### src/rtl/apb_bcd_sequencer.sv
// apb_bcd_sequencer: queues APB commands in a small circular FIFO and issues
// them one at a time through a SETUP/ACCESS/GAP handshake. Each finished
// transfer lands in a single response slot. The slot holds either the
// captured slave data or a timeout flag.
module apb_bcd_sequencer #(
  parameter int DEPTH   = 4,
  parameter int TIMEOUT = 15
) (
  input  logic        PCLK,
  input  logic        PRESET,
  input  logic        cmd_valid,
  output logic        cmd_ready,
  input  logic        cmd_write,
  input  logic [1:0]  cmd_f,
  input  logic [31:0] cmd_addr,
  input  logic [31:0] cmd_data,
  output logic        PSEL,
  output logic        transfer,
  output logic        PWRITE,
  output logic [31:0] PADDR,
  output logic [31:0] PDATA,
  output logic [1:0]  f,
  input  logic        PENABLE,
  input  logic        PREADY,
  input  logic [31:0] PRDATA1,
  output logic        rsp_valid,
  input  logic        rsp_ready,
  output logic [31:0] rsp_data,
  output logic [1:0]  rsp_f,
  output logic        rsp_err
);

  localparam int PTR_W = $clog2(DEPTH);
  localparam int CNT_W = PTR_W + 1;

  typedef enum logic [1:0] {IDLE, SETUP, ACCESS, GAP} state_t;

  typedef struct packed {
    logic        write;
    logic [1:0]  fsel;
    logic [31:0] addr;
    logic [31:0] data;
  } cmd_t;

  cmd_t             mem [DEPTH];
  cmd_t             head;
  logic [PTR_W-1:0] wr_ptr;
  logic [PTR_W-1:0] rd_ptr;
  logic [CNT_W-1:0] count;
  logic             run;
  logic             push;
  logic             pop;
  logic [3:0]       tmo;
  logic             tmo_hit;
  state_t           state;

  // run goes high on the first edge after reset so cmd_ready stays low while
  // reset is held and rises one edge later.
  assign cmd_ready = run & (count != CNT_W'(DEPTH));
  assign push      = cmd_valid & cmd_ready;
  // A new command leaves the FIFO only when the response slot is already empty.
  assign pop       = (state == IDLE) & (count != '0) & ~rsp_valid;
  assign head      = mem[rd_ptr];
  // The abort fires on the edge where the counter would reach TIMEOUT.
  assign tmo_hit   = (tmo + 4'd1) == 4'(TIMEOUT);

  // FIFO storage. This is data only, so it has no reset.
  always_ff @(posedge PCLK) begin
    if (push) mem[wr_ptr] <= '{write: cmd_write, fsel: cmd_f, addr: cmd_addr, data: cmd_data};
  end

  // FIFO pointers and occupancy. The pointers wrap naturally because DEPTH is a power of two.
  always_ff @(posedge PCLK or negedge PRESET) begin
    if (!PRESET) begin
      wr_ptr <= '0;
      rd_ptr <= '0;
      count  <= '0;
      run    <= 1'b0;
    end else begin
      run <= 1'b1;
      if (push) wr_ptr <= wr_ptr + PTR_W'(1);
      if (pop)  rd_ptr <= rd_ptr + PTR_W'(1);
      case ({push, pop})
        2'b10:   count <= count + CNT_W'(1);
        2'b01:   count <= count - CNT_W'(1);
        default: count <= count;
      endcase
    end
  end

  // Transfer FSM with registered APB outputs, timeout counter and response slot.
  always_ff @(posedge PCLK or negedge PRESET) begin
    if (!PRESET) begin
      state     <= IDLE;
      tmo       <= 4'd0;
      PSEL      <= 1'b0;
      transfer  <= 1'b0;
      PWRITE    <= 1'b0;
      PADDR     <= 32'd0;
      PDATA     <= 32'd0;
      f         <= 2'd0;
      rsp_valid <= 1'b0;
      rsp_data  <= 32'd0;
      rsp_f     <= 2'd0;
      rsp_err   <= 1'b0;
    end else begin
      if (rsp_valid && rsp_ready) rsp_valid <= 1'b0;
      case (state)
        IDLE: begin
          if (pop) begin
            state    <= SETUP;
            tmo      <= 4'd0;
            PSEL     <= 1'b1;
            transfer <= 1'b1;
            PWRITE   <= head.write;
            PADDR    <= head.addr;
            PDATA    <= head.data;
            f        <= head.fsel;
          end
        end
        SETUP: begin
          tmo <= tmo + 4'd1;
          if (tmo_hit) begin
            state     <= GAP;
            PSEL      <= 1'b0;
            transfer  <= 1'b0;
            rsp_valid <= 1'b1;
            rsp_err   <= 1'b1;
            rsp_data  <= 32'd0;
            rsp_f     <= f;
          end else if (PENABLE) begin
            state <= ACCESS;
          end
        end
        ACCESS: begin
          tmo <= tmo + 4'd1;
          // A completion on the final timeout cycle takes priority over the abort.
          if (PREADY) begin
            state     <= GAP;
            PSEL      <= 1'b0;
            transfer  <= 1'b0;
            rsp_valid <= 1'b1;
            rsp_err   <= 1'b0;
            rsp_data  <= PRDATA1;
            rsp_f     <= f;
          end else if (tmo_hit) begin
            state     <= GAP;
            PSEL      <= 1'b0;
            transfer  <= 1'b0;
            rsp_valid <= 1'b1;
            rsp_err   <= 1'b1;
            rsp_data  <= 32'd0;
            rsp_f     <= f;
          end
        end
        GAP: begin
          state <= IDLE;
        end
        default: state <= IDLE;
      endcase
    end
  end

endmodule

### config.mk
export PLATFORM = sky130hd
export DESIGN_NAME = apb_bcd_sequencer
export DESIGN_NICKNAME = d
export VERILOG_FILES = /design/src/rtl/apb_bcd_sequencer.sv
export SDC_FILE = /design/constraint.sdc
export NUM_CORES = 1
export LEC_CHECK = 0
export ABC_AREA = 1
export CORE_UTILIZATION = 58
export CTS_CLUSTER_SIZE = 12
export DETAILED_ROUTE_END_ITERATION = 10
export PLACE_DENSITY_LB_ADDON = 0.3
export SKIP_CTS_REPAIR_TIMING = 1
export SLEW_MARGIN = 20
export SYNTH_ARGS = -nofsm -noshare
export SYNTH_HDL_FRONTEND = slang
export SYNTH_SLANG_ARGS = --single-unit
### constraint.sdc
create_clock -name PCLK -period 6.76 [get_ports PCLK]
set_input_delay 0.676 -clock PCLK [delete_from_list [all_inputs] [get_ports PCLK]]
set_output_delay 0.676 -clock PCLK [all_outputs]
set_load 0.02 [all_outputs]
### Power grid, run 1

(3 px per um) Pins as bars on the die edge.
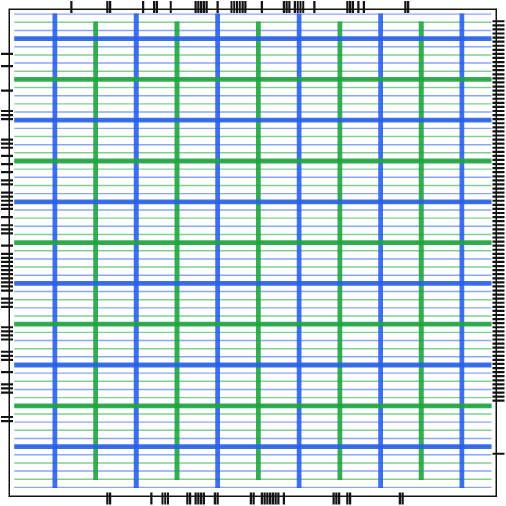
Green marks VDD. Blue marks VSS.
59 met1 rails follow the rows. 11 straps on met4. 211 signal pins sit on the boundary. The core has 58 rows. 11 straps on met5.

### Layout detail, run 1

Window x 56 to 106, y 88 to 138 um. Cells in gray, sequential cells in the stronger gray; small squares are vias.
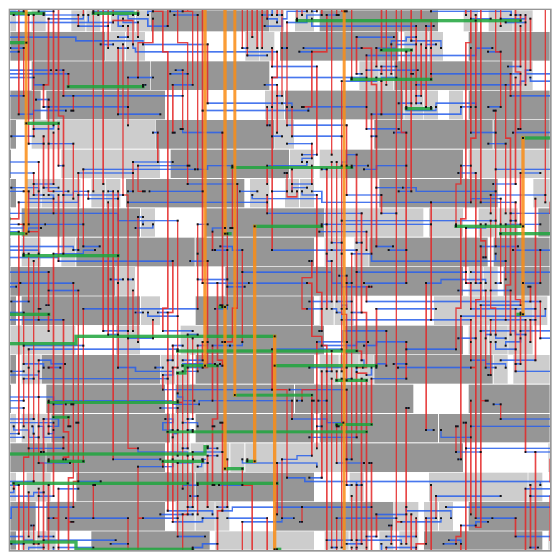
Blue marks metal 1. Green marks metal 3. Red marks metal 2. Orange marks metal 4.
Most frequent: edfxtp_1 (49), o21ai_0 (29), nor2_1 (27). Sequential cells in the window: 49. 143 logic cells have their middle in the window. Netlist names of flops here include mem (49).

### Drive-strength map, run 1

(1.5 px per um)
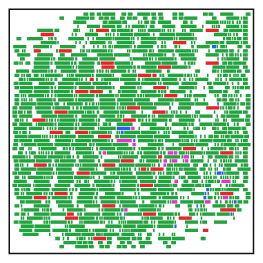
Blue marks _2 cells, cells 15, share 1.0%, most used inv_2. Green marks _0 and _1 cells, cells 1352, share 94%, most used nand2_1. Red marks _6 and larger, cells 47, share 3.3%, most used clkbuf_16. Magenta marks _3 and _4 cells, cells 17, share 1.2%, most used buf_4.

==> flow_results.xml, run 1 <==
<?xml version="1.0" encoding="UTF-8"?>
<metrics>
  <group name="sta">
    <metric name="skew" unit="ns">0.0164</metric>
    <metric name="slew_headroom" unit="">0.266</metric>
    <metric name="setup_slack" unit="ns">3.26</metric>
    <metric name="timing.final.crit_share" unit="">0.518</metric>
    <metric name="holdWs" unit="ns">0.0579</metric>
  </group>
  <group name="drt">
    <metric name="dr.max_layer_used" unit="">met5</metric>
    <metric name="drcViolationCount" unit="">0</metric>
    <metric name="drt-vias-per-instance" unit="">5.65</metric>
  </group>
  <group name="final_layout">
    <metric name="sh_comb_area" unit="">0.184</metric>
    <metric name="area.sequential" unit="sq um">11000</metric>
    <metric name="area.share.sequential" unit="">0.604</metric>
    <metric name="layout.nonclk_buf_frac" unit="">0.119</metric>
    <metric name="layout-drive-gt1-share" unit="">0.0552</metric>
    <metric name="clk_share" unit="">0.0637</metric>
    <metric name="final_layout_top_logic_cell" unit="">sky130_fd_sc_hd__nand2_1</metric>
    <metric name="inverters_excl_clock" unit="">30</metric>
    <metric name="seq_cells" unit="">387</metric>
    <metric name="n_fill_cell" unit="">1656</metric>
    <metric name="buffers" unit="">219</metric>
    <metric name="most-common-layout-cells" unit="">sky130_fd_sc_hd__nand2_1 (294), sky130_fd_sc_hd__edfxtp_1 (268), sky130_fd_sc_hd__clkdlybuf4s50_1 (209)</metric>
    <metric name="multi_input_combinational_cell_area" unit="sq um">3350</metric>
    <metric name="layout.core_utilization" unit="">0.727</metric>
  </group>
  <group name="critical_path">
    <metric name="timing.reg2reg.worst_path_depth" unit="">13</metric>
    <metric name="critical_path_top_delay_cell" unit="">sky130_fd_sc_hd__buf_4</metric>
    <metric name="start_kind" unit="">register</metric>
    <metric name="critical_path_depth" unit="">13</metric>
    <metric name="regToRegEndpoint" unit="">count[2]</metric>
    <metric name="worst-r2r-setup-slack" unit="ns">3.26</metric>
    <metric name="cp-endpoint" unit="">count[2]</metric>
  </group>
  <group name="place">
    <metric name="dp.cells" unit="">1689</metric>
    <metric name="detailed_place.area" unit="sq um">17100</metric>
    <metric name="post-place-ws" unit="ns">3.24</metric>
    <metric name="globalplace.congestion" unit="">0.823</metric>
  </group>
  <group name="synth">
    <metric name="netlist.area_leader.share" unit="">0.543</metric>
    <metric name="synth_compound_gate_area_share" unit="">0.0792</metric>
    <metric name="most_area_hungry_cell_type_in_the_yosys_netlist" unit="">sky130_fd_sc_hd__edfxtp_1</metric>
    <metric name="most_common_cell" unit="">sky130_fd_sc_hd__nand2_1</metric>
    <metric name="synth_stat.cells" unit="">1207</metric>
    <metric name="ys_seq_frac" unit="">0.744</metric>
    <metric name="mapped_avg_cell_area" unit="sq um">12.3</metric>
    <metric name="yosys-top-cells-count" unit="">sky130_fd_sc_hd__nand2_1 (294), sky130_fd_sc_hd__edfxtp_1 (268), sky130_fd_sc_hd__nor2_1 (145)</metric>
  </group>
  <group name="floorplan">
    <metric name="fp-row-count" unit="">58</metric>
    <metric name="tap_cells" unit="">330</metric>
    <metric name="dieHeight" unit="um">162</metric>
    <metric name="fp_util" unit="">0.590</metric>
  </group>
  <group name="run_status">
    <metric name="outcome" unit="">complete, no violations</metric>
  </group>
  <group name="global_route">
    <metric name="grt_use_met2" unit="">0.418</metric>
    <metric name="largest_net_degree_at_the_start_of_global_routing" unit="">112</metric>
    <metric name="grt_pass1_vias" unit="">9966</metric>
    <metric name="grt_use_met3" unit="">0.0493</metric>
    <metric name="grt_first_pass_wirelength" unit="mm">51.2</metric>
    <metric name="grt_most_used_layer" unit="">met2</metric>
    <metric name="track_usage" unit="">0.251</metric>
  </group>
  <group name="pwr">
    <metric name="p_seq_frac" unit="">0.395</metric>
    <metric name="power_of_the_clock_network" unit="mW">1.98</metric>
    <metric name="internal_power" unit="mW">5.36</metric>
    <metric name="clock_network_fraction_of_design_power" unit="">0.235</metric>
    <metric name="total_leakage_power" unit="nW">7.03</metric>
  </group>
  <group name="clocking">
    <metric name="tritoncts" unit="">built</metric>
    <metric name="cts_sinks" unit="">387</metric>
    <metric name="cts_root_buf" unit="">sky130_fd_sc_hd__clkbuf_16</metric>
    <metric name="clk-insertion-delay-late" unit="ns">0.52</metric>
    <metric name="cts_htree_levels" unit="">2</metric>
  </group>
  <group name="job">
    <metric name="openroad.warnings" unit="">37</metric>
    <metric name="drv.max_cap_violation_count" unit="">0</metric>
  </group>
</metrics>
==> run 2: changes to the inputs <==
Settings changed: CORE_UTILIZATION 58 to 49.
Clock period 6.76 ns to 2.95 ns, I/O delays scaled along.
### Drive-strength map, run 2

(1.5 px per um)
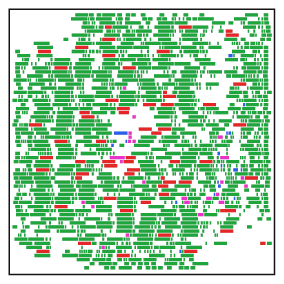
Green marks _0 and _1 cells, cells 1350, share 93%, most used nand2_1. Red marks _6 and larger, cells 60, share 4.1%, most used clkbuf_16. Magenta marks _3 and _4 cells, cells 24, share 1.7%, most used buf_4. Blue marks _2 cells, cells 17, share 1.2%, most used inv_2.

==> run 2 against run 1 <==
Area after synthesis stayed put. Sequential power grew 130%. Sequential cell count unchanged. Clock power is 140% higher. Hold slack improved by 0.27 ns. Critical path depth shrank 5. Synthesized cell count unchanged. Setup slack got worse by 2.7 ns. First-iteration DRC count is 49% lower. Non-clock buffer count rose by 19. Routed wire length up 0.13%. Combinational power rose by 130%. Critical endpoint is now tmo[0]. Largest cell class unchanged.
==> flow_results.xml, run 2 <==
<?xml version="1.0" encoding="UTF-8"?>
<metrics>
  <group name="critical_path">
    <metric name="critical_path_top_delay_cell" unit="">sky130_fd_sc_hd__buf_4</metric>
    <metric name="start_kind" unit="">register</metric>
    <metric name="regToRegEndpoint" unit="">tmo[0]</metric>
    <metric name="timing.reg2reg.worst_path_depth" unit="">8</metric>
    <metric name="worst-r2r-setup-slack" unit="ns">0.52</metric>
    <metric name="crit_top_cell" unit="">sky130_fd_sc_hd__o21ai_0</metric>
    <metric name="path_buffers" unit="">3</metric>
    <metric name="crit_start" unit="">state[0]</metric>
    <metric name="critical_path_depth" unit="">8</metric>
    <metric name="critical_path_arrival" unit="ns">2.84</metric>
    <metric name="crit_reg_reg_startpoint" unit="">state[0]</metric>
    <metric name="cpPeakStageDelay" unit="ns">0.68</metric>
    <metric name="worstSetupPathType" unit="">reg -&gt; reg</metric>
    <metric name="worst_setup_path_end_kind" unit="">register</metric>
    <metric name="critical_path.max_fanout" unit="">70</metric>
    <metric name="crit_required" unit="ns">3.36</metric>
    <metric name="cp-endpoint" unit="">tmo[0]</metric>
    <metric name="worstPathCellList" unit="">inv_1 -&gt; ha_1 -&gt; inv_2 -&gt; nor2_2 -&gt; nand2_4 -&gt; buf_4 -&gt; o21ai_0 -&gt; o21ai_0</metric>
    <metric name="worst_path_dominant_cell_family" unit="">buffers and inverters</metric>
  </group>
  <group name="drt">
    <metric name="route.detailed.wl_per_inst" unit="um">17.7</metric>
    <metric name="dr.max_layer_used" unit="">met5</metric>
    <metric name="route.met3.wl" unit="mm">2.59</metric>
    <metric name="drt-vias-per-instance" unit="">5.29</metric>
    <metric name="drt.antenna.violating_nets" unit="">0</metric>
    <metric name="wl_met2" unit="mm">15.4</metric>
    <metric name="routed_met1_length" unit="mm">13.9</metric>
    <metric name="wirelength" unit="mm">32.5</metric>
    <metric name="dr.first_iter.drc_count" unit="">635</metric>
    <metric name="drcViolationCount" unit="">0</metric>
    <metric name="detail_route.first_pass.iterations" unit="">5</metric>
  </group>
  <group name="pwr">
    <metric name="switching_power_share_of_the_total" unit="">0.360</metric>
    <metric name="dominant_power_group" unit="">registers</metric>
    <metric name="comb-power" unit="mW">7.34</metric>
    <metric name="p_seq_frac" unit="">0.388</metric>
    <metric name="combinationalPowerShare" unit="">0.374</metric>
    <metric name="internal_power" unit="mW">12.6</metric>
    <metric name="switching_power" unit="mW">7.06</metric>
    <metric name="power_of_the_clock_network" unit="mW">4.67</metric>
    <metric name="power-per-cell-area" unit="nW/um^2">1050</metric>
    <metric name="clock_network_fraction_of_design_power" unit="">0.238</metric>
    <metric name="peakVddDrop" unit="V">0.000668</metric>
    <metric name="total_leakage_power" unit="nW">7.19</metric>
    <metric name="total_power" unit="mW">19.6</metric>
  </group>
  <group name="clocking">
    <metric name="register_clock_pin_slew_on_the_reported_worst_setup_and_hold_paths" unit="ns">0.06</metric>
    <metric name="clk-insertion-delay-late" unit="ns">0.52</metric>
    <metric name="cts_htree_levels" unit="">2</metric>
    <metric name="clock_path_buffers" unit="">3</metric>
    <metric name="cts_sinks" unit="">387</metric>
    <metric name="cts_root_buf" unit="">sky130_fd_sc_hd__clkbuf_16</metric>
    <metric name="cts-buffers-inserted" unit="">40</metric>
    <metric name="tritoncts" unit="">built</metric>
  </group>
  <group name="synth">
    <metric name="numSynthFlops" unit="">387</metric>
    <metric name="synth_stat.cells" unit="">1207</metric>
    <metric name="mapped_avg_cell_area" unit="sq um">12.3</metric>
    <metric name="netlist.area_leader.share" unit="">0.543</metric>
    <metric name="synthFlopType" unit="">sky130_fd_sc_hd__edfxtp_1</metric>
    <metric name="post_synth_inst_count" unit="">1207</metric>
    <metric name="most_common_cell" unit="">sky130_fd_sc_hd__nand2_1</metric>
    <metric name="post_synth_and_or_nand_nor_area_fraction" unit="">0.130</metric>
    <metric name="ys.warnings.count" unit="">0</metric>
    <metric name="ys_sh_mux" unit="">0</metric>
    <metric name="synth.top_cells.by_area" unit="">sky130_fd_sc_hd__edfxtp_1 (54%), sky130_fd_sc_hd__dfrtp_1 (20%), sky130_fd_sc_hd__nand2_1 (7.4%)</metric>
    <metric name="chip_area_from_the_yosys_synthesis_statistics" unit="sq um">14800</metric>
    <metric name="number_of_flops_mapped_to_enable_cells_by_yosys" unit="">268</metric>
    <metric name="ys_seq_frac" unit="">0.744</metric>
    <metric name="floorplan.nets" unit="">1325</metric>
    <metric name="most_area_hungry_cell_type_in_the_yosys_netlist" unit="">sky130_fd_sc_hd__edfxtp_1</metric>
    <metric name="postSynth.asyncResetShare" unit="">0.307</metric>
    <metric name="yosys-top-cells-count" unit="">sky130_fd_sc_hd__nand2_1 (294), sky130_fd_sc_hd__edfxtp_1 (268), sky130_fd_sc_hd__nor2_1 (145)</metric>
    <metric name="synth.distinct_cells" unit="">33</metric>
    <metric name="synth.cell_area" unit="sq um">14800</metric>
    <metric name="main_logic_family_after_synthesis" unit="">simple AND/OR/NAND/NOR gates</metric>
    <metric name="synth_compound_gate_area_share" unit="">0.0792</metric>
    <metric name="adder_and_majority_cell_fraction_of_the_synthesized_area" unit="">0.0115</metric>
    <metric name="post_synth_xor_area_fraction" unit="">0.00236</metric>
  </group>
  <group name="worst_hold_path">
    <metric name="timing.hold.worst.start" unit="">PRDATA1[5]</metric>
    <metric name="min_delay_worst_endpoint" unit="">rsp_data[5]</metric>
    <metric name="number_of_cells_on_the_worst_hold_path" unit="">3</metric>
  </group>
  <group name="job">
    <metric name="drv.max_cap_violation_count" unit="">0</metric>
    <metric name="openroad.warnings" unit="">38</metric>
  </group>
  <group name="final_layout">
    <metric name="final_layout_top_logic_cell" unit="">sky130_fd_sc_hd__nand2_1</metric>
    <metric name="regMostFlops" unit="">mem</metric>
    <metric name="syn2layout_area_growth" unit="%">26.0</metric>
    <metric name="instances_no_fill" unit="">1843</metric>
    <metric name="layout.nonclk_buf_frac" unit="">0.132</metric>
    <metric name="clock_buffer_count" unit="">65</metric>
    <metric name="antenna_cells_inserted" unit="">2</metric>
    <metric name="area.sequential" unit="sq um">11000</metric>
    <metric name="final_cell_area" unit="sq um">18700</metric>
    <metric name="area_dominant_class" unit="">flip-flops and latches</metric>
    <metric name="sh_comb_area" unit="">0.179</metric>
    <metric name="multi_input_gates" unit="">723</metric>
    <metric name="inverters_excl_clock" unit="">30</metric>
    <metric name="multi_input_combinational_cell_area" unit="sq um">3350</metric>
    <metric name="clk_share" unit="">0.0651</metric>
    <metric name="n_fill_cell" unit="">2302</metric>
    <metric name="layout.core_utilization" unit="">0.628</metric>
    <metric name="layout-drive-gt1-share" unit="">0.0696</metric>
    <metric name="design.final.nets" unit="">1538</metric>
    <metric name="most-common-layout-cells" unit="">sky130_fd_sc_hd__nand2_1 (294), sky130_fd_sc_hd__edfxtp_1 (268), sky130_fd_sc_hd__clkdlybuf4s50_1 (209)</metric>
    <metric name="area.share.sequential" unit="">0.591</metric>
    <metric name="buffers" unit="">238</metric>
    <metric name="seq_cells" unit="">387</metric>
  </group>
  <group name="floorplan">
    <metric name="die_area" unit="sq um">30900</metric>
    <metric name="fp-row-count" unit="">63</metric>
    <metric name="tap_cells" unit="">390</metric>
    <metric name="fp_util" unit="">0.499</metric>
    <metric name="io-pin-count" unit="">211</metric>
    <metric name="chipWidth" unit="um">176</metric>
    <metric name="design.core.area" unit="sq um">29700</metric>
    <metric name="dieHeight" unit="um">176</metric>
  </group>
  <group name="global_route">
    <metric name="antenna_found_initial" unit="">3</metric>
    <metric name="largest_net_degree_at_the_start_of_global_routing" unit="">136</metric>
    <metric name="grt.met1_usage" unit="">0.286</metric>
    <metric name="globalRouteOverflowTotal" unit="">0</metric>
    <metric name="grt_pass1_vias" unit="">9718</metric>
    <metric name="grt_most_used_layer" unit="">met2</metric>
    <metric name="grt_first_pass_wirelength" unit="mm">51.5</metric>
    <metric name="track_usage" unit="">0.213</metric>
    <metric name="grt_use_met3" unit="">0.0450</metric>
    <metric name="grt_use_met2" unit="">0.354</metric>
  </group>
  <group name="place">
    <metric name="place.detailed.hpwl" unit="mm">19.1</metric>
    <metric name="dp.cells" unit="">1767</metric>
    <metric name="post-place-ws" unit="ns">0.549</metric>
    <metric name="io_buffers" unit="">210</metric>
    <metric name="globalplace.congestion" unit="">0.773</metric>
    <metric name="detailed_place.area" unit="sq um">17400</metric>
  </group>
  <group name="sta">
    <metric name="clock.fmax" unit="GHz">0.411</metric>
    <metric name="holdWs" unit="ns">0.333</metric>
    <metric name="timing.final.crit_share" unit="">0.825</metric>
    <metric name="setup_slack" unit="ns">0.518</metric>
    <metric name="finalCriticalPeriod" unit="ns">2.43</metric>
    <metric name="worst_tran_pin_value" unit="ns">0.864</metric>
    <metric name="hold_viol" unit="">0</metric>
    <metric name="maxSlewViolCount" unit="">0</metric>
    <metric name="skew" unit="ns">0.0164</metric>
    <metric name="slew_headroom" unit="">0.424</metric>
    <metric name="final.setup.tns" unit="ns">0</metric>
    <metric name="setup_repair_after_global_routing_missed_its_margin" unit="">false</metric>
  </group>
  <group name="run_status">
    <metric name="outcome" unit="">complete, no violations</metric>
  </group>
</metrics>
No activity file was given, so power comes from the tool's default toggle rates.
